==> src/rtl/countdown_timer_if.sv <==
// countdown_timer_if: control and display bundle for countdown_timer.
// master = board side (switches/keys/displays), slave = the timer itself.
interface countdown_timer_if;
   logic       enable;
   logic       load;
   logic [7:0] load_value;
   logic [7:0] q;
   logic       tc;
   logic       running;
   logic [6:0] hex0;
   logic [6:0] hex1;

   modport master (
      output enable, load, load_value,
      input  q, tc, running, hex0, hex1
   );

   modport slave (
      input  enable, load, load_value,
      output q, tc, running, hex0, hex1
   );
endinterface

==> src/rtl/countdown_timer.sv <==
// countdown_timer: loadable 8-bit down-counter with IDLE/RUN/DONE control,
// one-cycle registered terminal-count pulse and two hex seven-segment outputs.
// Optional feature macro COUNTDOWN_SEG_EN: when defined, hex0/hex1 show the
// decoded digits of q; when undefined, the decoder is left out and both
// displays are blanked (all segments off).
// AUTO_RELOAD=1 restarts from the last loaded value on terminal count.
module countdown_timer #(
   parameter bit AUTO_RELOAD = 1'b0
) (
   input  logic               clk,
   input  logic               clear_b,
   countdown_timer_if.slave   bus
);

   localparam logic [1:0] ST_IDLE = 2'd0;
   localparam logic [1:0] ST_RUN  = 2'd1;
   localparam logic [1:0] ST_DONE = 2'd2;

   logic [1:0] state_r, state_s;
   logic [7:0] q_r, q_s;
   logic [7:0] reload_r, reload_s;
   logic       tc_r, tc_s;
   logic       running_r;

`ifdef COUNTDOWN_SEG_EN
   // Active-low hex digit decode, bit0=a .. bit6=g; b and d are lowercase.
   function automatic logic [6:0] seg7(input logic [3:0] d);
      logic [6:0] s;
      case (d)
         4'h0:    s = 7'b1000000;
         4'h1:    s = 7'b1111001;
         4'h2:    s = 7'b0100100;
         4'h3:    s = 7'b0110000;
         4'h4:    s = 7'b0011001;
         4'h5:    s = 7'b0010010;
         4'h6:    s = 7'b0000010;
         4'h7:    s = 7'b1111000;
         4'h8:    s = 7'b0000000;
         4'h9:    s = 7'b0010000;
         4'hA:    s = 7'b0001000;
         4'hB:    s = 7'b0000011;
         4'hC:    s = 7'b1000110;
         4'hD:    s = 7'b0100001;
         4'hE:    s = 7'b0000110;
         4'hF:    s = 7'b0001110;
         default: s = 7'b1111111;
      endcase
      return s;
   endfunction
`endif

   // Next-state logic: load beats enable beats hold; tc is a pulse by default.
   always_comb begin
      state_s  = state_r;
      q_s      = q_r;
      reload_s = reload_r;
      tc_s     = 1'b0;
      if (bus.load) begin
         q_s      = bus.load_value;
         reload_s = bus.load_value;
         if (bus.load_value != 8'h00) begin
            state_s = ST_RUN;
         end else begin
            state_s = ST_DONE;
         end
      end else begin
         case (state_r)
            ST_IDLE: begin
               q_s = q_r;
            end
            ST_RUN: begin
               if (bus.enable) begin
                  if (q_r > 8'h01) begin
                     q_s = q_r - 8'h01;
                  end else if (q_r == 8'h01) begin
                     tc_s = 1'b1;
                     if (AUTO_RELOAD && (reload_r != 8'h00)) begin
                        q_s = reload_r;
                     end else begin
                        q_s     = 8'h00;
                        state_s = ST_DONE;
                     end
                  end else begin
                     // A zero count in RUN is unreachable; settle in DONE
                     // rather than wrapping to 8'hFF.
                     q_s     = 8'h00;
                     state_s = ST_DONE;
                  end
               end else begin
                  q_s = q_r;
               end
            end
            ST_DONE: begin
               q_s = 8'h00;
            end
            default: begin
               state_s = ST_IDLE;
               q_s     = 8'h00;
            end
         endcase
      end
   end

   // State, count, reload value, tc pulse and running decode registers.
   always_ff @(posedge clk or negedge clear_b) begin
      if (!clear_b) begin
         state_r   <= ST_IDLE;
         q_r       <= 8'h00;
         reload_r  <= 8'h00;
         tc_r      <= 1'b0;
         running_r <= 1'b0;
      end else begin
         state_r   <= state_s;
         q_r       <= q_s;
         reload_r  <= reload_s;
         tc_r      <= tc_s;
         running_r <= (state_s == ST_RUN);
      end
   end

   assign bus.q       = q_r;
   assign bus.tc      = tc_r;
   assign bus.running = running_r;

`ifdef COUNTDOWN_SEG_EN
   assign bus.hex0 = seg7(q_r[3:0]);
   assign bus.hex1 = seg7(q_r[7:4]);
`else
   assign bus.hex0 = 7'b1111111;
   assign bus.hex1 = 7'b1111111;
`endif

endmodule

==> src/flat_wrapper.sv <==
// flat-port wrapper written by rule: the top's interface ports become plain ports
module countdown_timer_flat 
#(
   parameter bit AUTO_RELOAD = 1'b0
)
  (clk, clear_b, bus_enable, bus_load, bus_load_value, bus_q, bus_tc, bus_running, bus_hex0, bus_hex1);
  countdown_timer_if bus_i ();
  input  logic clk;
  input  logic clear_b;
  input wire logic [$bits(bus_i.enable)-1:0] bus_enable;
  input wire logic [$bits(bus_i.load)-1:0] bus_load;
  input wire logic [$bits(bus_i.load_value)-1:0] bus_load_value;
  output wire logic [$bits(bus_i.q)-1:0] bus_q;
  output wire logic [$bits(bus_i.tc)-1:0] bus_tc;
  output wire logic [$bits(bus_i.running)-1:0] bus_running;
  output wire logic [$bits(bus_i.hex0)-1:0] bus_hex0;
  output wire logic [$bits(bus_i.hex1)-1:0] bus_hex1;
  assign bus_i.enable = bus_enable;
  assign bus_i.load = bus_load;
  assign bus_i.load_value = bus_load_value;
  assign bus_q = bus_i.q;
  assign bus_tc = bus_i.tc;
  assign bus_running = bus_i.running;
  assign bus_hex0 = bus_i.hex0;
  assign bus_hex1 = bus_i.hex1;
  countdown_timer #(.AUTO_RELOAD(AUTO_RELOAD)) u_core (.clk(clk), .clear_b(clear_b), .bus(bus_i));
endmodule
==> config.mk <==
export PLATFORM = sky130hd
export DESIGN_NAME = countdown_timer_flat
export DESIGN_NICKNAME = d
export VERILOG_FILES = /design/src/rtl/countdown_timer_if.sv /design/src/rtl/countdown_timer.sv /design/src/flat_wrapper.sv
export SDC_FILE = /design/constraint.sdc
export NUM_CORES = 1
export LEC_CHECK = 0
export ABC_AREA = 0
export CAP_MARGIN = 20
export CORE_MARGIN = 1.5
export CORE_UTILIZATION = 41
export CTS_CLUSTER_DIAMETER = 80
export CTS_CLUSTER_SIZE = 40
export DETAILED_ROUTE_END_ITERATION = 8
export PLACE_DENSITY = 0.88
export SLEW_MARGIN = 10
export SYNTH_ARGS = -nofsm -noshare
export SYNTH_HDL_FRONTEND = slang
export SYNTH_SLANG_ARGS = --single-unit
export TNS_END_PERCENT = 20
==> constraint.sdc <==
create_clock -name clk -period 1.9 [get_ports clk]
set_input_delay 0.38 -clock clk [delete_from_list [all_inputs] [get_ports clk]]
set_output_delay 0.38 -clock clk [all_outputs]
set_load 0.03 [all_outputs]
==> run summary, run 1 <==
flow finished, numbers: outcome complete, no violations, Top FF cell, synth dfrtp_1, CP peak stage delay 0.69 ns, comb area leader AND-OR/OR-AND gates, post-layout min period 1.85 ns, Worst Hold Class in -> async, Cell Type Count 35, CLK BUF 4, P per Cell Area 800 nW/µm², Clk pwr share 23.3%, CTS Root Cell clkbuf_4, post-synth top area share 35.7%, XOR-XNOR Cells, Area Fraction 0%, most frequent cell after synthesis buf_4, CTS tree yes, # diodes 0, ao+oa area frac 26.6%, port bufs 21, Crit-path slowest cell clkdlybuf4s50_1, DR vias/cell 5.54, tapcell count 27, Top area cell types dfrtp_1 36%, buf_4 12%, o21ai_1 4.8%, Pre-Place Util 43.4%, Routed Antenna Nets 0, Final setup violation count 0, CP required 1.52 ns, yosys cell count 93, Signal buf overhead 23.4%, RSZ-0062 raised after global routing no, logic area 470 µm², design area 1110 µm², Placer Congestion 0.874, total of max-cap violations 0, sw frac 38.7%, most frequent cells in the layout 19 x clkdlybuf4s50_1, 14 x conb_1, 12 x dfrtp_1, 8 x o21ai_1, 7 x nand2_1, Setup crit end bus_q[0], drt pass-1 iters 4, critical-path cell list buf_4, clkdlybuf4s50_1, CP Data Arrival Time 1.47 ns, global-route wire length before repair 3.51 mm, largest cell class by area combinational gates, adder share 2.97%, Leak 0.498 nW, Row Count 16, Top Consumer combinational cells, share of layout cells above drive strength 1 11.5%, ys async rst share 100%, Worst Path Max Fanout 6, Post-synth EDFFs 0, DIE WIDTH 48.3 µm, area grow syn2layout 32.1%, maximum VDD drop 352 µV, WHS 0.442 ns, crit path from u_core.bus.q[0], Reg power frac 37.1%, final tally of max-slew violations 0, combinational power 352 µW, FF-to-FF path depth 6, reg2reg end u_core.bus.q[4], grt ovf 0, Slew HR 64.2%, worst slack, placed 0.0554 ns, Reg-to-Reg Start u_core.bus.q[1], syn_area_per_cell 9.05 µm², logic gate share of total power 39.5%, Post-CTS Hold Fix Bufs 0, DRC viols 0, total power draw 890 µW, H-tree Lvls 1
[run 1: what timing repair did]
| action | 4_1_cts | 5_1_grt |
|---|---|---|
| buffers inserted | 0 | 0 |
| gates resized | 0 | 2 |
| setup endpoints to repair | 0 | 2 |
[run 1: metal layers]
metal | vias to the layer above | part of all wire (%) | track usage [%]
li1 | 377 | - | -
met1 | 388 | 41 | 23.1
met2 | 55 | 50 | 32.6
met3 | 6 | 7.8 | 3.09
met4 | 0 | 1.9 | 11.0
met5 | - | 0 | 0
[run 1: flip-flops by register name (all words and copies together) (netlist names)]
signal and count:
u_core.bus.q 8, u_core.state_r 2, u_core.bus.running 1, u_core.bus.tc 1
run_1/metal_stack.png
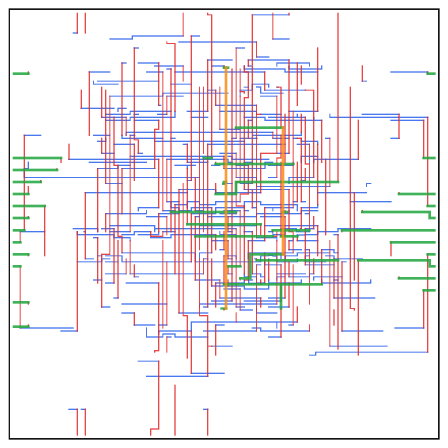
- red: met2 (wire length 1070 µm)
- green: met3 (wire length 168 µm)
- orange: met4 (wire length 41.5 µm)
- blue: met1 (wire length 875 µm)
Via Count: 826
gr usage total: 19.2%
DRT Wirelength: 2.16 mm
WL/cell: 14.5 µm

run_1/final_placement.png
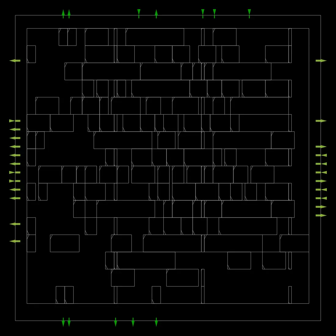
Core Footprint: 1940 µm²
sequential cell area share: 27.0%
Finished Layout Cells: 149
FILL cells: 180

run_1/met3.png
Scale bar: 10 µm.
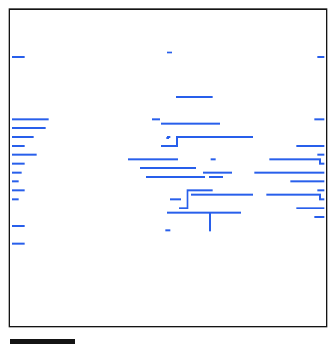
- longest straight run: 11.5 µm
- nets with wire on the layer: 37

run_1/registers.png
Other sequential cells in the stronger grey, the rest of the logic in the fainter grey.
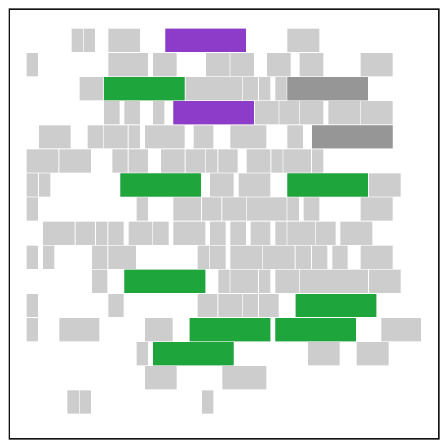
- green: `u_core.bus.q` (placed flops 8)
- purple: `u_core.state_r` (placed flops 2)
fin util: 57.3%
P_seq: 331 µW

run_1/clock_map.png
Scale bar: 10 µm.
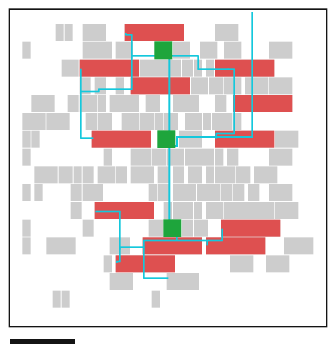

## Run 2: what changed since run 1
--- a/config.mk
+++ b/config.mk
@@ -13,8 +13,8 @@
 export CTS_CLUSTER_SIZE = 40
 export DETAILED_ROUTE_END_ITERATION = 8
 export PLACE_DENSITY = 0.88
+export SETUP_SLACK_MARGIN = 0.3
 export SLEW_MARGIN = 10
 export SYNTH_ARGS = -nofsm -noshare
 export SYNTH_HDL_FRONTEND = slang
 export SYNTH_SLANG_ARGS = --single-unit
-export TNS_END_PERCENT = 20
run_2/clock_map.png
Scale bar: 10 µm.
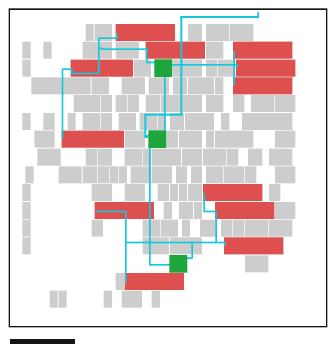
- green: cells driving clock nets (count 3)
- cyan: clock wires (length 170 µm)
- red: flip-flops (count 12)
- routed clock nets: 4
total clock network power: 203 µW
Clock Skew: 0.00370 ns
Latency at later pin: 0.27 ns

run_2/metal_stack.png
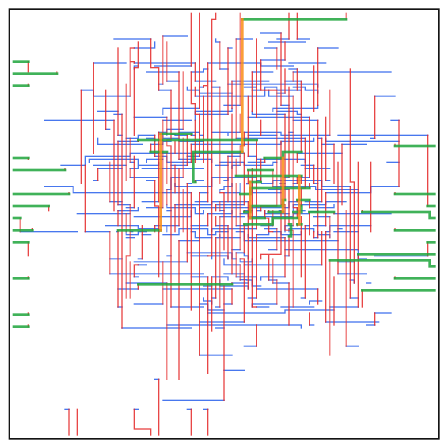
- green: met3 (wire length 195 µm)
- red: met2 (wire length 1130 µm)
- orange: met4 (wire length 41.5 µm)
- blue: met1 (wire length 879 µm)

==> run 2 against run 1 <==
Against the previous run:
- clock skew shrank 0.0041 ns
- sequential share of layout area shrank 0.69 points
- first-iteration DRC count grew 20%
- highest routed layer unchanged
- worst setup slack gained 0.16 ns
- die size is the same
- hold slack gained 0.025 ns
==> run summary, run 2 <==
flow finished, numbers: CP Data Arrival Time 1.84 ns (was 1.47 ns), CP peak stage delay 0.59 ns (was 0.69 ns), CP required 2.05 ns (was 1.52 ns), flip-flop count of the largest register after layout 8 (unchanged), maximum VDD drop 485 µV (was 352 µV), Finished Layout Cells 151 (was 149), outcome complete, no violations (unchanged), largest net degree at the start of global routing 16 (unchanged), adder share 2.97% (unchanged), met3 Use GR 3.70% (was 3.09%), Worst Path Max Fanout 9 (was 6), gr busiest metal met2 (unchanged), die area 2330 µm² (unchanged), DRC viols 0 (unchanged), most frequent cells in the layout 14 x conb_1, 11 x clkdlybuf4s50_1, 10 x dfrtp_1, 8 x dlygate4sd2_1, 8 x buf_4 (was 19 x clkdlybuf4s50_1, 14 x conb_1, 12 x dfrtp_1, 8 x o21ai_1, 7 x nand2_1), met2 routed WL 1.13 mm (was 1.07 mm), Detailed Place HPWL 1.59 mm (was 1.61 mm), Leak 0.508 nW (was 0.498 nW), Crit path buffers/inverters 0 (was 2), global-route wire length before repair 3.71 mm (was 3.51 mm), Top area cell types dfrtp_1 36%, buf_4 12%, o21ai_1 4.8% (unchanged), Core Footprint 1940 µm² (unchanged), crit path from u_core.bus.q[2] (was u_core.bus.q[0]), post-synth top area share 35.7% (unchanged), ys async rst share 100% (unchanged), drt pass-1 iters 4 (unchanged), grt ovf 0 (unchanged), Tool Warnings 30 (was 27), top cells by count 14 x buf_4, 12 x dfrtp_1, 8 x o21ai_1, 7 x nand2_1, 6 x a21oi_1 (unchanged), DRT Wirelength 2.24 mm (was 2.16 mm), worst-margin pin slew 0.567 ns (was 0.535 ns), chip area in the Yosys report 842 µm² (unchanged), final tally of max-slew violations 0 (unchanged), CTS clk-pin slew, worst paths 0.08 ns (about the same), total setup buffers inserted after CTS 3 (was 0), Placer Congestion 0.892 (was 0.874), Post-Syn Instances 93 (unchanged), CTS max path bufs 2 (unchanged), critical-path cell list or4_1, o21ai_1, a21oi_1, a221o_1 (was buf_4, clkdlybuf4s50_1), initial antenna violation count 0 (unchanged), Synth area leader dfrtp_1 (unchanged), Row Count 16 (unchanged), design area 1150 µm² (was 1110 µm²), CP endpoint kind flop (was output port), clock sink total 12 (unchanged), # diodes 0 (unchanged), Commonest Layout Cell conb_1 (was clkdlybuf4s50_1), setup TNS 0 ns (unchanged), fin util 59.3% (was 57.3%), Die Y-Extent 48.3 µm (unchanged), met1 wire length 879 µm (was 874 µm), total CTS buffers 3 (unchanged), WL met3 195 µm (was 168 µm), DIE WIDTH 48.3 µm (unchanged), FF-to-FF setup slack 0.21 ns (was 0.08 ns), WL/cell 14.8 µm (was 14.5 µm), P per Cell Area 792 nW/µm² (was 800 nW/µm²), comb area leader AND-OR/OR-AND gates (unchanged), total of max-cap violations 0 (unchanged), Final Hold Viols 0 (unchanged), Worst Hold Class in -> async (unchanged), grt met2 use 34.5% (was 32.6%), CP top delay family simple AND/OR/NAND/NOR gates (was buffers and inverters), ao+oa area frac 26.6% (unchanged), CTS Root Cell clkbuf_4 (unchanged), most frequent cell after synthesis buf_4 (unchanged), IO Count 36 (unchanged), XOR-XNOR Cells, Area Fraction 0% (unchanged), area grow syn2layout 36.7% (was 32.1%), share of layout cells above drive strength 1 24.2% (was 11.5%), post-CTS sizing 11 (was 0), Simple Share, Synth 20.1% (unchanged), post-layout min period 1.69 ns (was 1.85 ns), cycle use final 88.9% (was 97.4%), syn_area_per_cell 9.05 µm² (unchanged), H-tree Lvls 1 (unchanged), Post-CTS Hold Fix Bufs 0 (unchanged), gr usage total 20.2% (was 19.2%), mapped cell area 842 µm² (unchanged), DR vias/cell 5.72 (was 5.54), RSZ-0062 raised after global routing yes (was no), Post-synth EDFFs 0 (unchanged), final net count 139 (was 137), total power draw 912 µW (was 890 µW), Cell Type Count 35 (unchanged), Reg-to-Reg Start u_core.bus.q[2] (was u_core.bus.q[1]), Pre-Place Util 43.4% (unchanged), fmax 592 MHz (was 541 MHz), Flops after synth 12 (unchanged), Slew HR 62.1% (was 64.2%), CTS tree yes (unchanged), synth warn 0 (unchanged), reg2reg end u_core.bus.q[5] (was u_core.bus.q[4]), First DRT Iteration DRCs 48 (was 40), CP Class reg -> reg (was reg -> out), FF-to-FF path depth 4 (was 6), yosys cell count 93 (unchanged), port bufs 21 (unchanged), number of global-route vias before repair 816 (was 756), Worst Setup Start Kind flop (unchanged), Post-synth seq share 35.7% (unchanged), highest routed layer met4 (unchanged), post-synthesis mux area share 0% (unchanged), Crit-path slowest cell or4_1 (was clkdlybuf4s50_1), Post-DP Area 1070 µm² (unchanged), Final setup violation count 0 (unchanged), Critical Path Stages 4 (was 2), Inst Count DP 143 (was 145), Routed Antenna Nets 0 (unchanged), met1 global-route usage 24.2% (was 23.1%), Via Count 863 (was 826), Top FF cell, synth dfrtp_1 (unchanged), Setup crit end u_core.bus.q[5] (was bus_q[0])
==> run 2: per-stage QoR <==
step / setup slack, ns / hold WS [ns]
4_1_cts: 0.212 / 0.484
6_report: 0.212 / 0.467
3_5_place_dp: 0.0614 / 0.583
2_1_floorplan: 0.213 / 0.0844
5_1_grt: 0.158 / 0.512
3_3_place_gp: 0.0779 / 0.588
==> run 2: where the power goes <==
group | switching [mW] | internal [mW]
Clock | 0.0861 | 0.116
Combinational | 0.224 | 0.149
Sequential | 0.0510 | 0.285
==> run 2: layout make-up <==
cell class	instances	area [µm²]
well taps	27	33.8
repair buffers	29	250
multi-input cells	76	517
clock buffers	4	36.3
inverters	3	11.3
fillers	170	791
flip-flops and latches	12	303
Power and IR drop assume default switching activity.
